Fig. 1: placement by cell class
Drawn at 1.5 px/um.
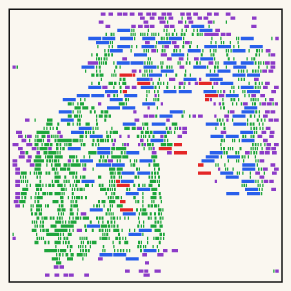
Fig. 2: clock nets
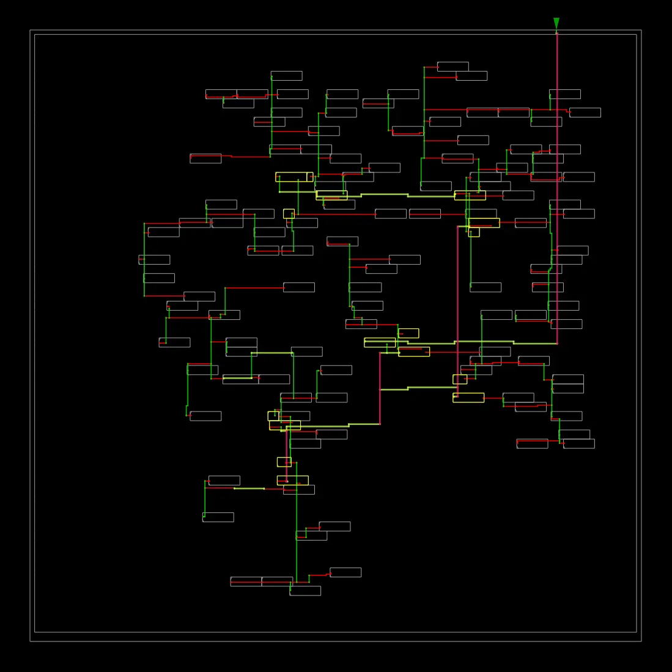
Fig. 3: met3 routing
Drawn at 2 px/um. Cells faint in the background.
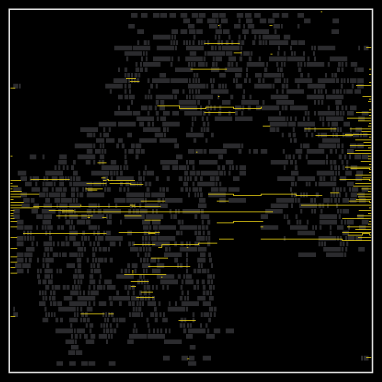
[src/rtl/ram_block_mover.sv]
// Avalon-MM block COPY/FILL engine driving the single-port on-chip data RAM.
// COPY costs 3 cycles/word, FILL 1 cycle/word, done pulses one cycle after the last write; commands are taken only while cmd_ready is high and are never queued.
module ram_block_mover #(
  parameter int ADDR_W = 10,
  parameter int DATA_W = 32,
  parameter int LEN_W  = 11
) (
  input  logic                clk,
  input  logic                reset_n,
  input  logic                cmd_valid,
  output logic                cmd_ready,
  input  logic                cmd_mode,
  input  logic [ADDR_W-1:0]   cmd_src,
  input  logic [ADDR_W-1:0]   cmd_dst,
  input  logic [LEN_W-1:0]    cmd_len,
  input  logic [DATA_W-1:0]   cmd_fill,
  input  logic                abort,
  output logic                busy,
  output logic                done,
  output logic                aborted,
  output logic [LEN_W-1:0]    words_done,
  output logic [ADDR_W-1:0]   ram_address,
  output logic [DATA_W/8-1:0] ram_byteenable,
  output logic                ram_chipselect,
  output logic                ram_write,
  output logic [DATA_W-1:0]   ram_writedata,
  output logic                ram_clken,
  input  logic [DATA_W-1:0]   ram_readdata
);

  localparam logic [ADDR_W-1:0] ADDR_ONE = ADDR_W'(1);
  localparam logic [LEN_W-1:0]  LEN_ONE  = LEN_W'(1);

  typedef enum logic [2:0] {IDLE, RD, CAP, WR, FIN} state_t;

  state_t              state, state_nxt;
  logic                mode_q;
  logic                desc_q;
  logic [ADDR_W-1:0]   src_ptr, dst_ptr;
  logic [LEN_W-1:0]    remaining;
  logic [DATA_W-1:0]   data_q, fill_q;
  logic                cmd_desc;
  logic [ADDR_W-1:0]   len_off;

  // Descending copy keeps overlapping ranges with dst above src intact.
  assign cmd_desc = !cmd_mode && (cmd_dst > cmd_src);
  assign len_off  = ADDR_W'(cmd_len - LEN_ONE);

  assign cmd_ready      = (state == IDLE);
  assign busy           = (state == RD) || (state == CAP) || (state == WR);
  assign done           = (state == FIN);
  assign ram_byteenable = '1;
  assign ram_clken      = 1'b1;

  always_ff @(posedge clk or negedge reset_n) begin
    if (!reset_n) state <= IDLE;
    else          state <= state_nxt;
  end

  always_comb begin
    state_nxt      = state;
    ram_chipselect = 1'b0;
    ram_write      = 1'b0;
    ram_address    = '0;
    ram_writedata  = '0;
    case (state)
      IDLE: begin
        if (cmd_valid) begin
          if (cmd_len == '0)  state_nxt = FIN;
          else if (cmd_mode)  state_nxt = WR;
          else                state_nxt = RD;
        end
      end
      RD: begin
        ram_chipselect = 1'b1;
        ram_address    = src_ptr;
        state_nxt      = abort ? FIN : CAP;
      end
      CAP: state_nxt = abort ? FIN : WR;
      WR: begin
        ram_chipselect = 1'b1;
        ram_write      = 1'b1;
        ram_address    = dst_ptr;
        ram_writedata  = mode_q ? fill_q : data_q;
        if (abort || remaining == LEN_ONE) state_nxt = FIN;
        else if (!mode_q)                  state_nxt = RD;
      end
      FIN:     state_nxt = IDLE;
      default: state_nxt = IDLE;
    endcase
  end

  always_ff @(posedge clk or negedge reset_n) begin
    if (!reset_n) begin
      mode_q     <= 1'b0;
      desc_q     <= 1'b0;
      src_ptr    <= '0;
      dst_ptr    <= '0;
      remaining  <= '0;
      data_q     <= '0;
      fill_q     <= '0;
      words_done <= '0;
      aborted    <= 1'b0;
    end else begin
      case (state)
        IDLE: begin
          if (cmd_valid) begin
            mode_q     <= cmd_mode;
            fill_q     <= cmd_fill;
            desc_q     <= cmd_desc;
            src_ptr    <= cmd_desc ? cmd_src + len_off : cmd_src;
            dst_ptr    <= cmd_desc ? cmd_dst + len_off : cmd_dst;
            remaining  <= cmd_len;
            words_done <= '0;
            aborted    <= 1'b0;
          end
        end
        RD: begin
          if (abort) aborted <= 1'b1;
        end
        CAP: begin
          data_q <= ram_readdata;
          if (abort) aborted <= 1'b1;
        end
        WR: begin
          // The write driven this cycle commits even when aborting.
          words_done <= words_done + LEN_ONE;
          remaining  <= remaining - LEN_ONE;
          src_ptr    <= desc_q ? src_ptr - ADDR_ONE : src_ptr + ADDR_ONE;
          dst_ptr    <= desc_q ? dst_ptr - ADDR_ONE : dst_ptr + ADDR_ONE;
          if (abort) aborted <= 1'b1;
        end
        default: ;
      endcase
    end
  end

endmodule

[config.mk]
export PLATFORM = sky130hd
export DESIGN_NAME = ram_block_mover
export DESIGN_NICKNAME = d
export VERILOG_FILES = /design/src/rtl/ram_block_mover.sv
export SDC_FILE = /design/constraint.sdc
export NUM_CORES = 1
export LEC_CHECK = 0
export ABC_AREA = 1
export CAP_MARGIN = 20
export CORE_UTILIZATION = 25
export DETAILED_ROUTE_END_ITERATION = 6
export GPL_TIMING_DRIVEN = 0
export PLACE_DENSITY_LB_ADDON = 0.3
export SLEW_MARGIN = 20
export SYNTH_ARGS = -nofsm -noshare
export SYNTH_HDL_FRONTEND = slang
export SYNTH_SLANG_ARGS = --single-unit
[constraint.sdc]
create_clock -name clk -period 2.55 [get_ports clk]
set_input_delay 0.255 -clock clk [delete_from_list [all_inputs] [get_ports clk]]
set_output_delay 0.255 -clock clk [all_outputs]
set_load 0.01 [all_outputs]
==> flow_summary.ini <==
; implementation run metrics
[critical_path]
crit_type = flop to primary output
reg2reg_from = desc_q
critical_path_required_ns = 2.30
r2r_slack_ns = 0.30
crit_path_frequent_cell = sky130_fd_sc_hd__inv_1
gate_family_responsible_for_the_most_delay_along_the_worst_path = buffers and inverters
crit_slowest_cell = sky130_fd_sc_hd__clkdlybuf4s50_1
crit_path_max_fanout = 10
cell_chain_critical_path = inv_1 -> nor2_4 -> nand2_4 -> inv_8 -> buf_12 -> buf_6 -> nand2_1 -> inv_1 -> clkdlybuf4s50_1
start_kind = flop
critical_path_arrival_ns = 2.18
end_kind = primary output
startpoint_of_the_worst_setup_timing_path = state[0]
cp_num_buf_inv = 6

[power_and_ir_drop]
comb_power_frac = 0.570
switching_power_mw = 4.95
static-leakage-power_nw = 5.54
power_density_nw_per_um2 = 984
pwr.group.sequential_mw = 3.10
share_of_total_power_in_sequential_cells = 0.292
cellInternalPower_mw = 5.65
switching_part_of_the_total_power = 0.467
overall_power_mw = 10.6
power_leader = combinational logic
clock_power_share = 0.138
power_consumed_by_combinational_cells_mw = 6.04
worst_ir_drop_vdd_uv = 393

[global_route]
globalRouteOverflowTotal = 0
peak_usage_layer_in_the_global_routing_report = met2
wire_length_of_the_first_global_routing_pass_um = 40600
largest_net_degree_at_the_start_of_global_routing = 74
grt_pass1_vias = 7530
grt.total_usage = 0.158
met2_usage = 0.269
groute.layer.met1.usage = 0.207
initial_antenna_violation_count = 1

[logic_synthesis]
ys_top_cells_by_count = 376 x sky130_fd_sc_hd__nand2_1, 164 x sky130_fd_sc_hd__inv_1, 112 x sky130_fd_sc_hd__dfrtp_1, 105 x sky130_fd_sc_hd__o21ai_0, 56 x sky130_fd_sc_hd__nand3_1
synthSimpleGateAreaFrac = 0.266
dominantRegCellSynth = sky130_fd_sc_hd__dfrtp_1
postSynthCellCount = 1138
xor_xnor_portion_of_the_synthesized_cell_area = 0.0307
ys_sh_adder = 0.0898
top_area_cell = sky130_fd_sc_hd__dfrtp_1
synthesis.area_per_instance_um2 = 7.03
netlist_logic_family_top = simple AND/OR/NAND/NOR gates
synth.ff_latch_count = 112
top_cell = sky130_fd_sc_hd__nand2_1
synth_compound_gate_area_share = 0.148
synthesis.yosys.warnings = 0
synth.mux.area_fraction = 0
share_of_the_yosys_chip_area_belonging_to_registers = 0.350
asyncSetResetFlopFracSynth = 1.00
synth_chip_area_um2 = 8000
synth.distinct_cells = 52
enable_flop_cells = 0
synth_area_um2 = 8000

[route]
detail_route.wirelength.met1_um = 11900
drc = 0
antenna_left = 0
detail_route.wl_per_cell_um = 15.0
dr.max_layer_used = met5
met3WireLength_um = 1280
avgViaCountPerCell = 4.51
routed-wl-met2_um = 12400
drt_iter0_drc = 489

[clock_network]
clock_latency_ns = 0.37
cts.clk_slew.worst_paths_ns = 0.09
number_of_buffers_created_by_cts = 9
cts_tree = done
cts_max_path_buffers = 2
ctsHtreeMaxLevel = 3
clock_root_buffer = sky130_fd_sc_hd__clkbuf_16

[floorplan]
floorplan.rows = 65
pin_count = 164
die_w_um = 181
die_h_um = 181
fp_util = 0.254
core_area_um2 = 31500
n_tap_cell = 402
die_area_um2 = 32700

[cells_and_area]
fraction_of_standard_cell_area_in_multi_input_logic = 0.414
multi_input_combinational_cell_count = 810
fillCellCount = 3344
ff_latch_area_um2 = 2810
layout-drive-gt1-share = 0.0971
finalNetCount = 1479
lay_top_count = sky130_fd_sc_hd__nand2_1
area_delta_synth_final_pct = 34.8
signal_buffer_area_fraction = 0.191
layout.cells.non_filler = 1731
seq_area_frac = 0.261
num-nonclk-inverters = 172
final_util = 0.342
nonClockBufferCount = 219
layout.sequential_cells = 112
postLayoutCellArea_um2 = 10800
antennaDiodeCount = 0
layout_top_cells = 374 x sky130_fd_sc_hd__nand2_1, 159 x sky130_fd_sc_hd__inv_1, 142 x sky130_fd_sc_hd__clkdlybuf4s50_1
final-clk-cell-share = 0.0274
layout.cells.largest_class = multi-input combinational cells

[final_timing]
pnr_worst_setup_slack_ns = 0.116
final.hold.worst_slack_ns = 0.304
timing_worst_slew_pin_value_ns = 0.550
final-setup-viol-count = 0
setup_tns_ns = 0
unrepaired_setup_endpoints_after_global_routing = yes
post-route-min-period_ns = 2.43
pins_over_their_slew_limit = 0
max_freq_mhz = 411
clock_skew_ns = 0.0176
report.final.hold_viol_count = 0
max_slew_margin = 0.631
timing.final.crit_share = 0.954

[place]
place.detailed.instances = 1703
port_buffers = 158
placedInstanceArea_um2 = 10100
dp_hpwl_um = 19900
dp_worst_setup_slack_ns = -0.614

[run]
warnings = 31
maximum_capacitance_violations = 0

[outcome]
run_status = complete, no violations

[worst_hold_path]
min_path_type = input port to flop
Notes on Fig. 1 above:
Key: purple = other buffers and delay cells [cells 219, share of their area 20%]; green = all other logic [cells 982, share of their area 50%]; blue = flip-flops [cells 112, share of their area 27%]; red = clock drivers and dummy loads [cells 16, share of their area 2.9%]

Notes on Fig. 2 above:
clock sinks: 112
total of clock buffers placed in the layout: 9
power of the clock network: 1.46 mW

Notes on Fig. 3 above:
The wires run mostly horizontal. 127 nets have wire on it.
global-route track usage on met3: 0.0262
Total Wirelength: 25,900 um
total number of vias: 7,805

-- registers in the layout, indices dropped and copies added (netlist names) --
signal and flops:
mode_q 1, remaining 11, desc_q 1, words_done 11
fill_q 32, aborted 1, src_ptr 10, data_q 32
state 3, dst_ptr 10
-- timing repair --
action / CTS / global route
endpoints found under the hold margin: 39 / 0
hold buffers: 1 / 0
resized: 30 / 45
setup endpoints to repair: 52 / 47
setup buffers: 2 / 9
pin swaps: 2 / 7
-- path summary, 6_finish.rpt --
check	to	depth (start not counted)
max reg2reg	dst_ptr[8]	12
min	remaining[5]	3
min in group asynchronous	fill_q[20]	2
min reg2reg	fill_q[1]	2
max	ram_writedata[2]	9
max in group asynchronous	desc_q	3
Power and IR drop assume default switching activity.
